## src/rtl/iic_pkg.sv

```systemverilog
// Shared definitions for the IIC register-write sequencer.
// Holds the sequencer state encoding, the byte width, the R/W bit value used
// for writes, and the default bus-free gap for a 400 kHz bus clocked at 10 ns.
package iic_pkg;

  localparam int unsigned ByteW    = 8;
  localparam logic        WriteBit = 1'b0;

  // tBUF >= 1.3 us between STOP and the next START, at a 10 ns system clock.
  localparam int unsigned ClkPeriodNs       = 10;
  localparam int unsigned TbufNs            = 1300;
  localparam int unsigned BusFreeClocksDflt = (TbufNs + ClkPeriodNs - 1) / ClkPeriodNs;

  typedef enum logic [2:0] {
    StIdle,
    StDev,
    StReg,
    StDat,
    StWaitDone,
    StGap
  } iic_wr_state_e;

endpackage

```

## src/rtl/iic_timeout_cnt.sv

```systemverilog
// Watchdog for the register-write sequencer.
// Counts clocks while en is high; restarts on clr or on any change of lvl.
// expired is high on the Limit-th consecutive counted clock.
//   clk, rst : clock, synchronous active-high reset
//   en       : count enable (sequencer waiting on the transmitter)
//   clr      : restart request (byte transfer)
//   lvl      : level watched for toggles (tx_ready)
//   expired  : timeout reached this cycle
module iic_timeout_cnt #(
  parameter int unsigned Limit = 65535
) (
  input  logic clk,
  input  logic rst,
  input  logic en,
  input  logic clr,
  input  logic lvl,
  output logic expired
);

  localparam logic [15:0] LimitM1 = 16'(Limit - 1);

  logic [15:0] cnt_q, cnt_d;
  logic        lvl_q;
  logic        restart;

  assign restart = !en || clr || (lvl != lvl_q);

  always_comb begin
    cnt_d = cnt_q;
    if (restart) begin
      cnt_d = '0;
    end else if (cnt_q != LimitM1) begin
      cnt_d = cnt_q + 16'd1;
    end
  end

  assign expired = !restart && (cnt_q == LimitM1);

  always_ff @(posedge clk) begin
    if (rst) begin
      cnt_q <= '0;
      lvl_q <= 1'b0;
    end else begin
      cnt_q <= cnt_d;
      lvl_q <= lvl;
    end
  end

endmodule

```

## src/rtl/iic_reg_wr.sv

```systemverilog
// IIC register-write sequencer feeding the IIC byte transmitter.
// Turns one request into {dev,W}(START), register address bytes (MSB first),
// up to DATA_BYTES data bytes (top byte first), STOP on the last byte, then
// holds a bus-free gap before pulsing done.
// Optional: define IIC_REG_WR_TIMEOUT_EN to add a tx_ready watchdog that
// aborts with done+err after TIMEOUT_CLOCKS; otherwise err is tied low.
//   clk, rst           : clock, synchronous active-high reset
//   req_valid/ready    : request handshake; req_* captured on accept
//   req_dev_addr       : 7-bit slave address
//   req_reg_addr       : register address, MSB byte first
//   req_data, req_len  : data bytes (top byte first) and count (clamped)
//   busy, done, err    : status; done/err are one-cycle pulses
//   tx_data/start/stop/valid, tx_ready : byte interface to the transmitter
module iic_reg_wr
  import iic_pkg::*;
#(
  parameter int unsigned REG_ADDR_BYTES  = 1,
  parameter int unsigned DATA_BYTES      = 4,
  parameter int unsigned BUS_FREE_CLOCKS = BusFreeClocksDflt,
  parameter int unsigned TIMEOUT_CLOCKS  = 65535
) (
  input  logic                               clk,
  input  logic                               rst,
  input  logic                               req_valid,
  output logic                               req_ready,
  input  logic [6:0]                         req_dev_addr,
  input  logic [ByteW*REG_ADDR_BYTES-1:0]    req_reg_addr,
  input  logic [ByteW*DATA_BYTES-1:0]        req_data,
  input  logic [2:0]                         req_len,
  output logic                               busy,
  output logic                               done,
  output logic                               err,
  output logic [ByteW-1:0]                   tx_data,
  output logic                               tx_start,
  output logic                               tx_stop,
  output logic                               tx_valid,
  input  logic                               tx_ready
);

  localparam int unsigned RegW    = ByteW * REG_ADDR_BYTES;
  localparam int unsigned DatW    = ByteW * DATA_BYTES;
  localparam logic [2:0]  RegLast = 3'(REG_ADDR_BYTES - 1);
  localparam logic [2:0]  DatMax  = 3'(DATA_BYTES);
  localparam logic [15:0] GapMax  = 16'((BUS_FREE_CLOCKS == 0) ? 0 : BUS_FREE_CLOCKS - 1);

  iic_wr_state_e    state_q, state_d;
  logic [RegW-1:0]  reg_sr_q, reg_sr_d;
  logic [DatW-1:0]  dat_sr_q, dat_sr_d;
  logic [2:0]       len_q, len_d;
  logic [2:0]       cnt_q, cnt_d;
  logic [15:0]      gap_q, gap_d;
  logic             seen_low_q, seen_low_d;
  logic             tx_valid_q, tx_valid_d;
  logic             tx_start_q, tx_start_d;
  logic             tx_stop_q, tx_stop_d;
  logic [ByteW-1:0] tx_data_q, tx_data_d;

  logic xfer;
  logic rearm;
  logic wd_expired;

  assign xfer  = tx_valid_q && tx_ready;
  // Transmitter has gone busy after the last byte and is idle again.
  assign rearm = !tx_valid_q && seen_low_q && tx_ready;

`ifdef IIC_REG_WR_TIMEOUT_EN
  logic wd_en;
  assign wd_en = (state_q == StDev) || (state_q == StReg) ||
                 (state_q == StDat) || (state_q == StWaitDone);

  iic_timeout_cnt #(
    .Limit(TIMEOUT_CLOCKS)
  ) u_wd (
    .clk    (clk),
    .rst    (rst),
    .en     (wd_en),
    .clr    (xfer),
    .lvl    (tx_ready),
    .expired(wd_expired)
  );
`else
  assign wd_expired = 1'b0;
  logic unused_timeout_cfg;
  assign unused_timeout_cfg = ^TIMEOUT_CLOCKS;
`endif

  always_comb begin
    state_d    = state_q;
    reg_sr_d   = reg_sr_q;
    dat_sr_d   = dat_sr_q;
    len_d      = len_q;
    cnt_d      = cnt_q;
    gap_d      = gap_q;
    seen_low_d = seen_low_q;
    tx_valid_d = tx_valid_q;
    tx_start_d = tx_start_q;
    tx_stop_d  = tx_stop_q;
    tx_data_d  = tx_data_q;
    done       = 1'b0;
    err        = 1'b0;

    if (xfer) begin
      seen_low_d = 1'b0;
    end else if (!tx_valid_q && !tx_ready) begin
      seen_low_d = 1'b1;
    end

    unique case (state_q)
      StIdle: begin
        if (req_valid) begin
          state_d    = StDev;
          reg_sr_d   = req_reg_addr;
          dat_sr_d   = req_data;
          len_d      = (req_len > DatMax) ? DatMax : req_len;
          cnt_d      = '0;
          seen_low_d = 1'b0;
          tx_valid_d = 1'b1;
          tx_start_d = 1'b1;
          tx_stop_d  = 1'b0;
          tx_data_d  = {req_dev_addr, WriteBit};
        end
      end
      StDev: begin
        if (xfer) begin
          tx_valid_d = 1'b0;
          tx_start_d = 1'b0;
          cnt_d      = '0;
          state_d    = StReg;
        end
      end
      StReg: begin
        if (rearm) begin
          tx_valid_d = 1'b1;
          tx_data_d  = reg_sr_q[RegW-1 -: ByteW];
          reg_sr_d   = reg_sr_q << ByteW;
          tx_stop_d  = (cnt_q == RegLast) && (len_q == 3'd0);
        end else if (xfer) begin
          tx_valid_d = 1'b0;
          if (cnt_q == RegLast) begin
            cnt_d   = '0;
            state_d = (len_q == 3'd0) ? StWaitDone : StDat;
          end else begin
            cnt_d = cnt_q + 3'd1;
          end
        end
      end
      StDat: begin
        if (rearm) begin
          tx_valid_d = 1'b1;
          tx_data_d  = dat_sr_q[DatW-1 -: ByteW];
          dat_sr_d   = dat_sr_q << ByteW;
          tx_stop_d  = (cnt_q == len_q - 3'd1);
        end else if (xfer) begin
          tx_valid_d = 1'b0;
          if (cnt_q == len_q - 3'd1) begin
            state_d = StWaitDone;
          end else begin
            cnt_d = cnt_q + 3'd1;
          end
        end
      end
      StWaitDone: begin
        // STOP byte accepted; wait until the transmitter has released the bus.
        if (rearm) begin
          tx_stop_d = 1'b0;
          if (BUS_FREE_CLOCKS == 0) begin
            done    = 1'b1;
            state_d = StIdle;
          end else begin
            gap_d   = '0;
            state_d = StGap;
          end
        end
      end
      StGap: begin
        if (gap_q == GapMax) begin
          done    = 1'b1;
          state_d = StIdle;
        end else begin
          gap_d = gap_q + 16'd1;
        end
      end
      default: state_d = StIdle;
    endcase

    if (wd_expired) begin
      tx_valid_d = 1'b0;
      tx_start_d = 1'b0;
      tx_stop_d  = 1'b0;
      done       = 1'b1;
      err        = 1'b1;
      state_d    = StIdle;
    end
  end

  always_ff @(posedge clk) begin
    if (rst) begin
      state_q    <= StIdle;
      reg_sr_q   <= '0;
      dat_sr_q   <= '0;
      len_q      <= '0;
      cnt_q      <= '0;
      gap_q      <= '0;
      seen_low_q <= 1'b0;
      tx_valid_q <= 1'b0;
      tx_start_q <= 1'b0;
      tx_stop_q  <= 1'b0;
      tx_data_q  <= '0;
    end else begin
      state_q    <= state_d;
      reg_sr_q   <= reg_sr_d;
      dat_sr_q   <= dat_sr_d;
      len_q      <= len_d;
      cnt_q      <= cnt_d;
      gap_q      <= gap_d;
      seen_low_q <= seen_low_d;
      tx_valid_q <= tx_valid_d;
      tx_start_q <= tx_start_d;
      tx_stop_q  <= tx_stop_d;
      tx_data_q  <= tx_data_d;
    end
  end

  assign req_ready = (state_q == StIdle);
  assign busy      = (state_q != StIdle);
  assign tx_valid  = tx_valid_q;
  assign tx_start  = tx_start_q;
  assign tx_stop   = tx_stop_q;
  assign tx_data   = tx_data_q;

endmodule

```

## config.mk

```make
export PLATFORM = sky130hd
export DESIGN_NAME = iic_reg_wr
export DESIGN_NICKNAME = d
export VERILOG_FILES = /design/src/rtl/iic_pkg.sv /design/src/rtl/iic_timeout_cnt.sv /design/src/rtl/iic_reg_wr.sv
export SDC_FILE = /design/constraint.sdc
export NUM_CORES = 1
export LEC_CHECK = 0
export CAP_MARGIN = 20
export CORE_ASPECT_RATIO = 1.25
export CORE_UTILIZATION = 50
export CTS_CLUSTER_SIZE = 30
export DETAILED_ROUTE_END_ITERATION = 8
export PLACE_DENSITY = 0.86
export SKIP_CTS_REPAIR_TIMING = 1
export SLEW_MARGIN = 20
export SYNTH_ARGS = -nofsm -noshare
export SYNTH_HDL_FRONTEND = slang
export SYNTH_SLANG_ARGS = --single-unit
```

## constraint.sdc

```tcl
create_clock -name clk -period 2.4 [get_ports clk]
set_input_delay 0.48 -clock clk [delete_from_list [all_inputs] [get_ports clk]]
set_output_delay 0.48 -clock clk [all_outputs]
set_load 0.02 [all_outputs]
```

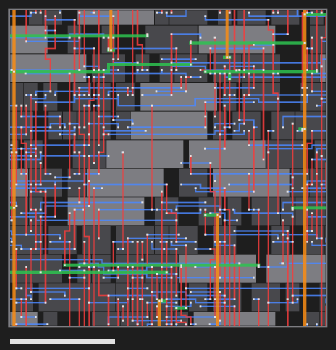
*Layout detail, run 1*
Bar = 10 um. Region (24, 34) to (54, 64) um. Cells in gray, sequential cells in the stronger gray; small squares are vias.
| color | layer |
|---|---|
| blue | met1 |
| green | met3 |
| red | met2 |
| orange | met4 |
cells with their middle in the window: 95
netlist names of flops here include: dat_sr_q (5), state_q (3), gap_q (2)
most frequent: nor2_1 (18), dfxtp_1 (12), nand2_1 (7)
sequential cells in the window: 13

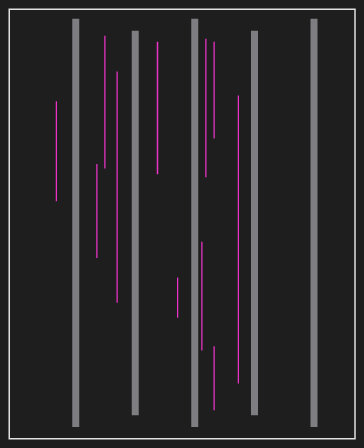
*The metal 4 layer, run 1*
Supply wires on this layer in gray.
share of all routed wire: 3.5%
main direction: vertical
wire length on this layer: 322 um
nets with wire on the layer: 10
longest straight run: 65.3 um

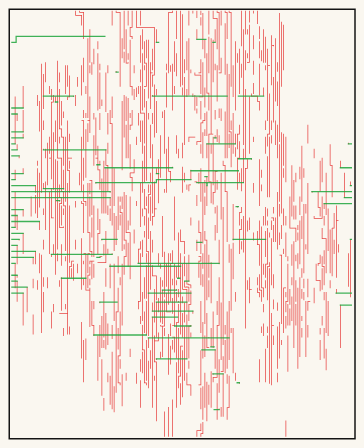
*Signal wires by layer, run 1*
Only two layers are drawn.
| color | layer | wire length |
|---|---|---|
| green | met3 | 427 um |
| red | met2 | 4640 um |

==> job_summary.md, run 1 <==
## Implementation flow summary

| Metric | Value |
|---|---|
| Tap Count | approximately 90 |
| Wl on met1 | 3760 um |
| DRT Pass-1 Iters | 4 |
| Comb pwr | 1.30 mW |
| Starting Density | about half |
| Fin area | 4700 um2 |
| Crit path largest cell delay | roughly 670 ps |
| Top cell category | logic gates |
| Met2 usage | 42.4% |
| MUX share of area | 2.47% |
| Hold Startpoint | len_q[1]$_SDFFE_PP0P_ |
| Status | completed |
| Crit path to | req_ready |
| Final clock-cell share | 3.57% |
| Pwr top | registers |
| Worst slack at placement | -125 ps |
| I/O pin total | between 60 and 70 |
| Internal power | 2.42 mW |
| RSZ-0062 raised after global routing | false |
| Main synth FF type | dfxtp_1 |
| First-pass GRT wire length | about 15000 um |
| WHS | 464 ps |
| CP Capture Type | output pin |
| Critical-path maximum fanout | 12 |
| Placed instance count | about 600 |
| Lkg Pwr | about 1.7 nW |
| Slowest cell on the critical path | clkdlybuf4s50_1 |
| Most flops, register | dat_sr_q |
| Post-detailed-route count of antenna-violating nets | 0 |
| Die Area | 7640 um2 |
| GR peak layer | met2 |
| Clock skew | about 10 ps |
| Non-clk buf share | a little under a fifth |
| Total gr overflow | 0 |
| Core area | 7020 um2 |
| Final hold vios | 0 |
| HPWL after detailed placement | around 6400 um |
| Crit path cell chain | buf_4 > nor3_2 > clkdlybuf4s50_1 |
| Simple-gate share of the synthesized area | 24.6% |
| CP required | 1920 ps |
| Hold EP | len_q[1]$_SDFFE_PP0P_ |
| Synth Seq Share | 42.3% |
| Non-clk bufs | 91 |
| Cell taking the most area after synthesis | dfxtp_1 |
| Routability Congestion | 0.856 |
| Clk pwr share | 22.7% |
| Largest regs | dat_sr_q (32), gap_q (16) |
| Yosys chip area | 3640 um2 |
| Final TNS setup | 0 ps |
| M1 GR Usage | just under 30% |
| Warnings from Yosys | 0 |
| GR Util All Layers | 25.1% |
| Post-route setup slack | 107 ps |
| Ys cells | 450 |
| Adder share | between 2 and 2.5% |
| Mapped Cells | 450 |
| Die Y | 97.5 um |
| Crit path DAT | 1810 ps |
| Final #Nets | a little under 600 |
| Dominant comb cell | simple AND/OR/NAND/NOR gates |
| Comb pwr share | 34.6% |
| Xor and xnor area share after synthesis | 2.64% |
| Cell Area, Placed | 4500 um2 |
| Htree depth | 3 |
| Endpoints failing setup | 0 |
| WL final | 9150 um |
--- run 2 (diff from run 1) ---
- clock period: 2.4 -> 2.72 ns (I/O delays scaled with it)
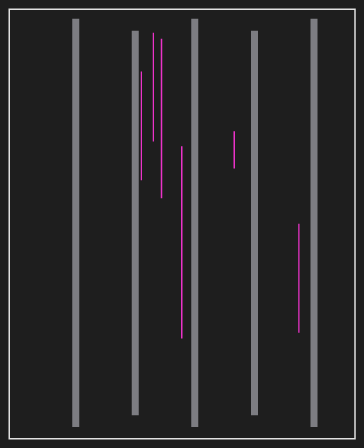
*The metal 4 layer, run 2*
Supply wires on this layer in gray.
share of all routed wire: 1.8%
wire length on this layer: 161 um

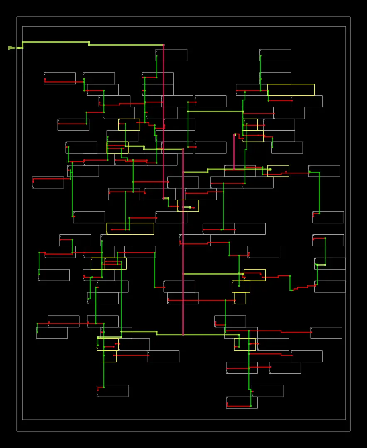
*The clock network, run 2*
Latency at later pin: 360 ps
CLK BUF: 9

==> run 2 against run 1 <==
Effect of this change:
- global-route usage fell by 0.40 points
- flip-flop count did not move
- sequential share of layout area rose by 0.18 points
- first-iteration DRC count fell by 5.9%
- wire length fell by 1.9%
- register-to-register slack improved by 160 ps
- utilization fell by 0.37 points
- via count fell by 1.5%
- sequential power fell by about 10%
- synthesized cell count did not move
- final cell count fell by 0.98%
- highest routed layer unchanged
==> job_summary.md, run 2 <==
## Implementation flow summary

| Metric | Value |
|---|---|
| Routability Congestion | roughly 0.88 |
| Top cell excl fill/tap | dfxtp_1 |
| Critical-path maximum fanout | 12 |
| CP Capture Type | output pin |
| Comb pwr | between 1 and 1.5 mW |
| Final TNS setup | 0 ps |
| Hold depth | 2 |
| Async set-reset flop share out of synthesis | 0% |
| Clk pwr share | 28.3% |
| Vias | 3491 |
| Number of stages on the worst setup path | 3 |
| Crit path to | req_ready |
| IO Port Bufs | 67 |
| Slowest cell on the critical path | clkdlybuf4s50_1 |
| Std-Cell Rows | 34 |
| RSZ-0062 raised after global routing | false |
| HPWL after detailed placement | 6190 um |
| Total gr overflow | 0 |
| CTS Buf Count | 9 |
| Startpoint class of the critical path | flop |
| Most flops, register | dat_sr_q |
| Lkg Pwr | 1.71 nW |
| MUX share of area | about 2.5% |
| First-pass GRT wire length | 15000 um |
| Top area cell types | dfxtp_1 (42%), nor2_1 (7.2%), a311oi_1 (5.8%) |
| Wl on met1 | 3790 um |
| Fraction of area in registers | between 30 and 40% |
| Number of global-route vias before repair | 3318 |
| Internal power | ~2.3 mW |
| Final clock-cell share | 4.90% |
| Final Power | roughly 3.5 mW |
| Reg2Reg Depth | 8 |
| CP top delay family | buffers and inverters |
| M1 GR Usage | 28.9% |
| Via/cell ratio | 5.75 |
| Met3 wire length | between 400 and 500 um |
| Core Util, Final | 66.6% |
| Tap Count | 90 |
| Fin crit share | 89.1% |
| Clock root buffer | clkbuf_8 |
| Longest Clk Path Bufs | 2 |
| Post-detailed-route count of antenna-violating nets | 0 |
| Slew margin rel. | 53.6% |
| Crit path DAT | ~1900 ps |
| Clock skew | 10.6 ps |
| Critical path origin | state_q[2]$_SDFFE_PP0P_ |
| Drt drc | 0 |
| Logic area | 1920 um2 |
| Hold EP | len_q[2]$_SDFFE_PP0P_ |
| WL final | between 8000 and 9000 um |
| Placed instance count | 591 |
| Mapped Cells | 450 |
| Most common cell in the netlist | dfxtp_1 |
| Post-synth net total | approximately 510 |
| Max Freq | just over 400 MHz |
| Crit path cell chain | buf_4 > nor3_1 > clkdlybuf4s50_1 |
| Simple-gate share of the synthesized area | 24.6% |
| Iter 0 DRT Violations | 206 |
| Die W | 78.4 um |
| Met3 Resource Use GR | 6.20% |
| Non-clk invs | 16 |
| Most frequent cells in the layout | dfxtp_1 (76), nor2_1 (70), clkdlybuf4s50_1 (65) |
| Xor and xnor area share after synthesis | under 10% |
| Slew Limit Fails | 0 |
| Fillers | between 500 and 600 |
| CTS tree | done |
| Main synth FF type | dfxtp_1 |
| Warnings from Yosys | 0 |
| Drt wl/cell | between 10 and 15 um |
| Num sequential | a little under 80 |
| Adder share | about 2.3% |
| Final #Nets | 572 |
| RR Startpoint | len_q[0]$_SDFFE_PP0P_ |
| GR Util All Layers | ~25% |
| Htree depth | 3 |
| Ys cells | between 400 and 500 |
| Multi-Input Combinational | 323 |
| Syn Area/Cell | 8.10 um2 |
| Switching Fraction | 34.5% |
| Cell Area, Placed | 4440 um2 |
| Non-clk bufs | 85 |
| Final hold vios | 0 |
| Cell taking the most area after synthesis | dfxtp_1 |
| Endpoints failing setup | 0 |
| Synth Seq Share | 42.3% |
| Synth flops | between 70 and 80 |
| Non-clk buf share | 17.4% |
| P_seq | 1.44 mW |
| Post-route setup slack | 295 ps |
| Tally of OpenROAD warnings | 28 |
| Status | completed |
| Top-area cell share | 42.3% |
| Min Tclk post-route | 2420 ps |
| Initial antenna violation count | 0 |
| Die Area | 7640 um2 |
| WL met2 | 4550 um |
| Post-synth EDFFs | 0 |
| WHS | 472 ps |
| Starting Density | 51.9% |
| DRT Pass-1 Iters | 5 |
| Seq pwr share | just over 40% |
| Max reg flops | 32 |
| Netlist cell types | about 47 |
| Worst-Margin Slew | ~690 ps |
| CTS Sinks | 77 |
| Crit path largest cell delay | about 700 ps |
| HP Class | flop to flop |
| Top cell category | logic gates |
| I/O pin total | 69 |
| Pwr top | registers |
| Dominant comb cell | simple AND/OR/NAND/NOR gates |
| Met2 usage | 42.8% |
| Max VDD drop | 425 uV |
| Largest regs | dat_sr_q (32), gap_q (16) |
| Final cell count without fillers | 607 |
| WS Path Type | flop to output pin |
| Reg2reg end | tx_start$_SDFFE_PP0P_ |
| Fin area | roughly 4700 um2 |
| Largest net degree at the start of global routing | 49 |
| Die Y | 97.5 um |
| R2r setup slk | 310 ps |
| Yosys chip area | 3640 um2 |
| Synth top cells by count | dfxtp_1 (77), nor2_1 (70), nand2_1 (41) |
| Comb pwr share | around 31% |
| Cell Pwr Density | 754 nW/um2 |
| CP required | around 2200 ps |
| Antenna cells | 0 |
| Share of cells above drive strength 1 | 7.74% |
| AO/OA Area Share | 20.0% |
| Core area | 7020 um2 |
| Worst slack at placement | 114 ps |
| Hold Startpoint | len_q[2]$_SDFFE_PP0P_ |
| Psw | between 1 and 1.5 mW |
| Max-cap violations | 0 |
| Post-Syn Area | 3640 um2 |
| Fraction of area in multi-input gates | 41.0% |
| Highest Signal Layer | met4 |
| GR peak layer | met2 |
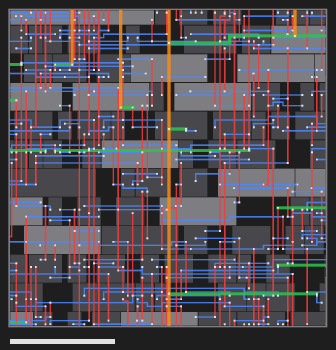
*Layout detail, run 2*
Bar = 10 um. Region (24, 34) to (54, 64) um. Cells in gray, sequential cells in the stronger gray; small squares are vias.
| color | layer |
|---|---|
| orange | met4 |
| blue | met1 |
| red | met2 |
| green | met3 |
sequential cells in the window: 13
cells with their middle in the window: 85
most frequent: nor2_1 (13), dfxtp_1 (13), buf_4 (8)
netlist names of flops here include: dat_sr_q (7), reg_sr_q (2), tx_data (2)

Power figures rest on the tool's default switching activity, not on a simulated workload.
